`src/rtl/srv_bus_pkg.sv`:
```
// Shared types and helpers for the single-master to N-slave bus demultiplexer.
//   bus_req_t : request payload broadcast to every slave (addr, we, wdata, wstrb)
//   bus_rsp_t : response payload returned to the master (rdata, err)
//   ctr_width : bit width needed to hold the values 0..max_val
//   err_idx   : target index of the internal error responder (one past the last slave)
package srv_bus_pkg;

  typedef struct packed {
    logic [31:0] addr;
    logic        we;
    logic [31:0] wdata;
    logic [3:0]  wstrb;
  } bus_req_t;

  typedef struct packed {
    logic [31:0] rdata;
    logic        err;
  } bus_rsp_t;

  // Data returned by the internal error responder.
  localparam logic [31:0] ERR_RDATA = 32'h0000_0000;

  function automatic int ctr_width(input int max_val);
    return (max_val < 1) ? 1 : $clog2(max_val + 1);
  endfunction

  function automatic int err_idx(input int max_region);
    return max_region;
  endfunction

endpackage

```
`src/rtl/srv_addr_hit_v1.sv`:
```
// Address region matcher: raises one hit bit per region whose inclusive
// [start,end] range contains the address. Overlaps may raise several bits;
// the consumer resolves priority.
//   addr   : request address
//   ds_hit : one bit per region, bit i set when REGION[i][0] <= addr <= REGION[i][1]
module srv_addr_hit_v1
  import srv_bus_pkg::*;
#(
  parameter int          MAX_REGION = 2,
  parameter logic [31:0] REGION [0:MAX_REGION-1][0:1] =
    '{'{32'h5000_0000, 32'h5FFF_FFFF}, '{32'h6000_0000, 32'h6FFF_FFFF}}
) (
  input  logic [31:0]           addr,
  output logic [MAX_REGION-1:0] ds_hit
);

  // Range compare against every region.
  always_comb begin
    ds_hit = {MAX_REGION{1'b0}};
    for (int i = 0; i < MAX_REGION; i++) begin
      ds_hit[i] = (addr >= REGION[i][0]) && (addr <= REGION[i][1]);
    end
  end

endmodule

```
`src/rtl/srv_bus_demux_v1.sv`:
```
// Single-master to N-slave request/response demultiplexer.
// Steers each request to the lowest-index matching slave (or to an internal
// error responder on a miss) and returns responses in issue order by only
// allowing outstanding requests to a single target at a time.
//   clk, rst             : clock, asynchronous active-high reset
//   us_req_*             : master request channel (valid/ready, addr, we, wdata, wstrb)
//   us_rsp_*             : master response channel (valid/ready, rdata, err)
//   ds_req_valid/ready   : per-slave request handshake
//   ds_req_addr/we/...   : request payload broadcast to all slaves
//   ds_rsp_valid/ready   : per-slave response handshake
//   ds_rsp_rdata/err     : per-slave response payload, slave i at [32*i +: 32]
module srv_bus_demux_v1
  import srv_bus_pkg::*;
#(
  parameter int          MAX_REGION      = 2,
  parameter logic [31:0] REGION [0:MAX_REGION-1][0:1] =
    '{'{32'h5000_0000, 32'h5FFF_FFFF}, '{32'h6000_0000, 32'h6FFF_FFFF}},
  parameter int          MAX_OUTSTANDING = 4
) (
  input  logic                     clk,
  input  logic                     rst,
  input  logic                     us_req_valid,
  output logic                     us_req_ready,
  input  logic [31:0]              us_req_addr,
  input  logic                     us_req_we,
  input  logic [31:0]              us_req_wdata,
  input  logic [3:0]               us_req_wstrb,
  output logic                     us_rsp_valid,
  input  logic                     us_rsp_ready,
  output logic [31:0]              us_rsp_rdata,
  output logic                     us_rsp_err,
  output logic [MAX_REGION-1:0]    ds_req_valid,
  input  logic [MAX_REGION-1:0]    ds_req_ready,
  output logic [31:0]              ds_req_addr,
  output logic                     ds_req_we,
  output logic [31:0]              ds_req_wdata,
  output logic [3:0]               ds_req_wstrb,
  input  logic [MAX_REGION-1:0]    ds_rsp_valid,
  output logic [MAX_REGION-1:0]    ds_rsp_ready,
  input  logic [MAX_REGION*32-1:0] ds_rsp_rdata,
  input  logic [MAX_REGION-1:0]    ds_rsp_err
);

  localparam int             ERR_IDX   = err_idx(MAX_REGION);
  localparam int             CW        = ctr_width(MAX_OUTSTANDING);
  localparam int             TW        = ctr_width(MAX_REGION);
  localparam logic [CW-1:0]  CNT_ZERO  = {CW{1'b0}};
  localparam logic [CW-1:0]  CNT_ONE   = CW'(1);
  localparam logic [CW-1:0]  CNT_MAX   = CW'(MAX_OUTSTANDING);
  localparam logic [TW-1:0]  TGT_ERR   = TW'(ERR_IDX);

  logic [MAX_REGION-1:0] ds_hit_s;
  logic [TW-1:0]         sel_s;
  logic                  sel_ready_s;
  logic                  can_issue_s;
  logic                  busy_s;
  logic                  tgt_rsp_valid_s;
  logic                  accept_s;
  logic                  rsp_hs_s;
  bus_req_t              req_s;
  bus_rsp_t              rsp_s;
  logic [CW-1:0]         cnt_r;
  logic [TW-1:0]         tgt_r;

  srv_addr_hit_v1 #(
    .MAX_REGION (MAX_REGION),
    .REGION     (REGION)
  ) u_addr_hit (
    .addr   (us_req_addr),
    .ds_hit (ds_hit_s)
  );

  assign req_s        = '{addr: us_req_addr, we: us_req_we, wdata: us_req_wdata, wstrb: us_req_wstrb};
  assign ds_req_addr  = req_s.addr;
  assign ds_req_we    = req_s.we;
  assign ds_req_wdata = req_s.wdata;
  assign ds_req_wstrb = req_s.wstrb;

  // Priority-encode hits (lowest index wins) and gate the request path.
  always_comb begin
    sel_s       = TGT_ERR;
    // Scan downward so the lowest-index hit is the last one written.
    for (int i = MAX_REGION - 1; i >= 0; i--) begin
      sel_s = ds_hit_s[i] ? TW'(i) : sel_s;
    end
    // The error responder always accepts; real slaves use their own ready.
    sel_ready_s = (sel_s == TGT_ERR);
    for (int i = 0; i < MAX_REGION; i++) begin
      sel_ready_s = (sel_s == TW'(i)) ? ds_req_ready[i] : sel_ready_s;
    end
    // A new target must wait for the old one to drain so responses stay ordered.
    can_issue_s  = (cnt_r == CNT_ZERO) | ((sel_s == tgt_r) & (cnt_r < CNT_MAX));
    us_req_ready = us_req_valid & can_issue_s & sel_ready_s;
    ds_req_valid = {MAX_REGION{1'b0}};
    for (int i = 0; i < MAX_REGION; i++) begin
      ds_req_valid[i] = us_req_valid & can_issue_s & (sel_s == TW'(i));
    end
  end

  // Response mux from the current target; the error responder is the fallback.
  always_comb begin
    busy_s          = (cnt_r != CNT_ZERO);
    tgt_rsp_valid_s = 1'b1;
    rsp_s.rdata     = ERR_RDATA;
    rsp_s.err       = 1'b1;
    for (int i = 0; i < MAX_REGION; i++) begin
      tgt_rsp_valid_s = (tgt_r == TW'(i)) ? ds_rsp_valid[i]          : tgt_rsp_valid_s;
      rsp_s.rdata     = (tgt_r == TW'(i)) ? ds_rsp_rdata[32*i +: 32] : rsp_s.rdata;
      rsp_s.err       = (tgt_r == TW'(i)) ? ds_rsp_err[i]            : rsp_s.err;
    end
    us_rsp_valid = busy_s & tgt_rsp_valid_s;
    us_rsp_rdata = rsp_s.rdata;
    us_rsp_err   = rsp_s.err;
    // Non-target slaves and anything arriving while idle are never acknowledged.
    ds_rsp_ready = {MAX_REGION{1'b0}};
    for (int i = 0; i < MAX_REGION; i++) begin
      ds_rsp_ready[i] = us_rsp_ready & busy_s & (tgt_r == TW'(i));
    end
  end

  assign accept_s = us_req_valid & us_req_ready;
  assign rsp_hs_s = us_rsp_valid & us_rsp_ready;

  // Current target and outstanding-transaction counter.
  always_ff @(posedge clk or posedge rst) begin
    if (rst) begin
      cnt_r <= CNT_ZERO;
      tgt_r <= {TW{1'b0}};
    end else begin
      if (accept_s) begin
        tgt_r <= sel_s;
      end
      case ({accept_s, rsp_hs_s})
        2'b10:   cnt_r <= cnt_r + CNT_ONE;
        2'b01:   cnt_r <= cnt_r - CNT_ONE;
        default: cnt_r <= cnt_r;
      endcase
    end
  end

endmodule

```
`config.mk`:
```
export PLATFORM = sky130hd
export DESIGN_NAME = srv_bus_demux_v1
export DESIGN_NICKNAME = d
export VERILOG_FILES = /design/src/rtl/srv_bus_pkg.sv /design/src/rtl/srv_addr_hit_v1.sv /design/src/rtl/srv_bus_demux_v1.sv
export SDC_FILE = /design/constraint.sdc
export NUM_CORES = 1
export LEC_CHECK = 0
export CAP_MARGIN = 20
export CORE_AREA = 2 2 96 98
export DETAILED_ROUTE_END_ITERATION = 16
export DIE_AREA = 0 0 98 100
export HOLD_SLACK_MARGIN = 0.02
export PLACE_DENSITY = 0.68
export SLEW_MARGIN = 20
export SYNTH_ARGS = -nofsm -noshare
export SYNTH_HDL_FRONTEND = slang
export SYNTH_SLANG_ARGS = --single-unit
```
`constraint.sdc`:
```
create_clock -name clk -period 2.4 [get_ports clk]
set_input_delay 0.48 -clock clk [delete_from_list [all_inputs] [get_ports clk]]
set_output_delay 0.48 -clock clk [all_outputs]
set_load 0.005 [all_outputs]
```
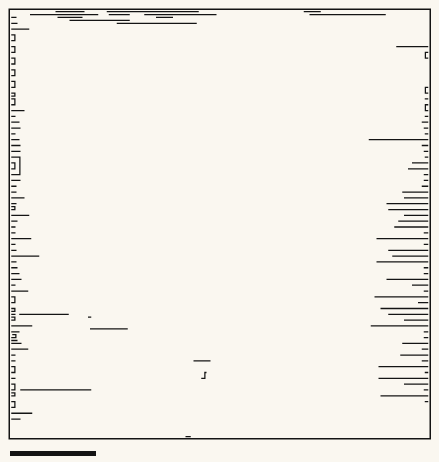
m3.png
Bar = 20 um.
longest straight run: 21.2 um
share of all routed wire: 11%

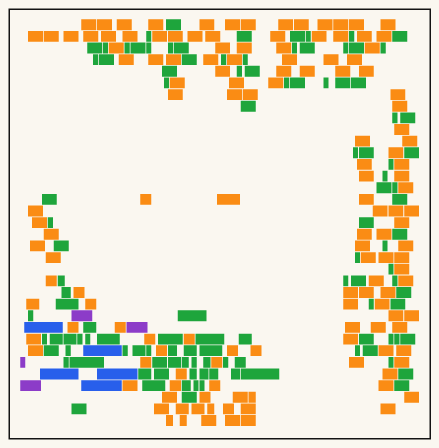
class_map.png
[blue] sequential cells | cells: 5 | share of their area: 5.4%
[green] remaining logic cells | cells: 112 | share of their area: 36%
[orange] remaining buffers and delay cells | cells: 138 | share of their area: 56%
[purple] clock drivers and dummy loads | cells: 4 | share of their area: 1.9%

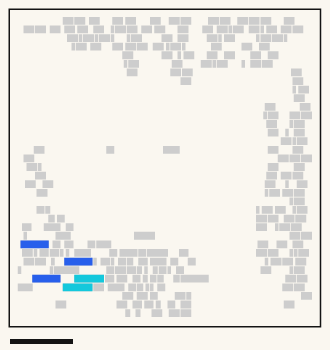
ff_map.png
Bar = 20 um. Other cells in grey.
[cyan] tgt_r | flops: 2
[blue] cnt_r | flops: 3

==> out/README.md <==
| Result | Value |
|---|---|
| Result of the run | finished clean |
| Cell at the root of the clock tree | sky130_fd_sc_hd__clkbuf_8 |
| Launching element type of the critical path | primary input |
| Core region area | 8890 um2 |
| Cell breakdown of the critical path | clkdlybuf4s50_1 -> nor4b_1 -> clkdlybuf4s50_1 |
| Final Cycle Share | 97.3% |
| Gates resized, CTS repair | 19 |
| Maximum fanout along the worst path | 3 |
| Ant. Diodes | 0 |
| # clock sinks | 5 |
| NetSw | 477 uW |
| Most numerous cell types in the synthesized netlist | sky130_fd_sc_hd__buf_4 (69), sky130_fd_sc_hd__mux2i_1 (35), sky130_fd_sc_hd__nor2_1 (35), sky130_fd_sc_hd__inv_1 (8), sky130_fd_sc_hd__dfrtp_1 (5) |
| Overall global routing resource usage | 9.25% |
| Number of hold-slack violations in the final timing report | 0 |
| Combinational group share of total power | 73.6% |
| Crit path top cell by count | sky130_fd_sc_hd__clkdlybuf4s50_1 |
| Synth flops | 5 |
| Post-detail-place hpwl | 4100 um |
| Max-cap violation count | 0 |
| Post-layout instance area | 2480 um2 |
| Buffers inserted by post-CTS timing repair | 2 |
| Most common logic cells in the final layout | sky130_fd_sc_hd__clkdlybuf4s50_1 (111), sky130_fd_sc_hd__nor2_1 (35), sky130_fd_sc_hd__mux2i_1 (35), sky130_fd_sc_hd__buf_4 (17), sky130_fd_sc_hd__inv_1 (8) |
| Post-placement worst setup slack | -645 ps |
| Area overhead of the layout relative to synthesis | 66.5% |
| Sum of routed wire length over all layers | 5030 um |
| Detailed Routing Iterations Pass 1 | 4 |
| Library cell with the highest instance count after synthesis | sky130_fd_sc_hd__buf_4 |
| Routability congestion estimate from global placement | 0.767 |
| Synthesized netlist cell count | 195 |
| Area of the die | 9800 um2 |
| Internal power component | 795 uW |
| Clock latency on the worst-skew pair | 230 ps |
| Share of post-route cells with drive strength above 1 | 16.2% |
| Number of fill cells | 961 |
| Master of the slowest instance on the critical path | sky130_fd_sc_hd__clkdlybuf4s50_1 |
| WS Path Type | in -> out |
| Worst Path Arrival | 1860 ps |
| Placed cell areas | 2380 um2 |
| Ys cells | 195 |
| Delay-heaviest family, CP | buffers and inverters |
| Cell area after synthesis | 1490 um2 |
| Yosys warning total | 0 |
| Number of DRC markers in iteration 0 | 34 |
| CTS Buf Count | 3 |
| Net Sw Frac | 37.5% |
| Highest clock frequency the design can meet | 428 MHz |
| Worst slew margin relative to its limit | 78.2% |
| OpenROAD warnings | 27 |
| Pleak | 0.926 nW |
| Setup-failing EPs final | 0 |
| Worst path setup slack after routing | 64.7 ps |
| Remaining antenna violation count after routing | 0 |
| Cell type contributing the most total cell area after synthesis | sky130_fd_sc_hd__buf_4 |
[registers in the layout (all words and copies together), names as in the netlist]
register,cells
cnt_r,3
tgt_r,2
[power by group through the flow]
stage / Combinational, mW / Clock [mW] / Sequential, mW
3_3_place_gp: 0.889 / 0 / 0.163
2_1_floorplan: 0.551 / 0 / 0.144
3_5_place_dp: 0.903 / 0 / 0.166
6_report: 0.936 / 0.158 / 0.178
5_1_grt: 1.03 / 0.171 / 0.184
4_1_cts: 0.928 / 0.164 / 0.166
[per-layer routing]
layer	routed length, um	vias up	part of all wire [%]	global-route usage [%]
li1	-	698	-	-
met1	2000	656	40	11.3
met2	2260	103	45	13.6
met3	560	33	11	3.83
met4	207	0	4.1	5.45
met5	0	-	0	0
[kinds of logic after synthesis]
family | share of synthesized area, %
and+or+nand+nor | 17.8
muxes | 23.5
AOI/OAI and AO/OA | 6.62
adders and majority gates | 2.18
xor gates and xnor gates | 1.76
DFF | 8.38
buffers and inverters | 39.8
[worst paths after layout]
check / to / slack (ps) / cells after the start
min in group clk: cnt_r[0]$_DFFE_PP0P_ / 530 / 1
setup / recovery: ds_rsp_ready[1] / 60 / 3
max in group asynchronous: tgt_r[0]$_DFFE_PP0P_ / 1770 / 2
setup reg to reg: cnt_r[2]$_DFFE_PP0P_ / 180 / 10
hold reg to reg: cnt_r[0]$_DFFE_PP0P_ / 530 / 1
hold / removal: cnt_r[2]$_DFFE_PP0P_ / 450 / 2
[layout make-up]
type                            instances  area, um2  share of cell area, %
Inverter                                8       30.0                   1.21
Clock buffer                            4       45.0                   1.81
Tap cell                              111        139                   5.59
Sequential cell                         5        128                   5.14
Multi-Input combinational cell        104        826                   33.2
Timing Repair Buffer                  138       1320                   53.0
Power is estimated from default activity; no workload was simulated.
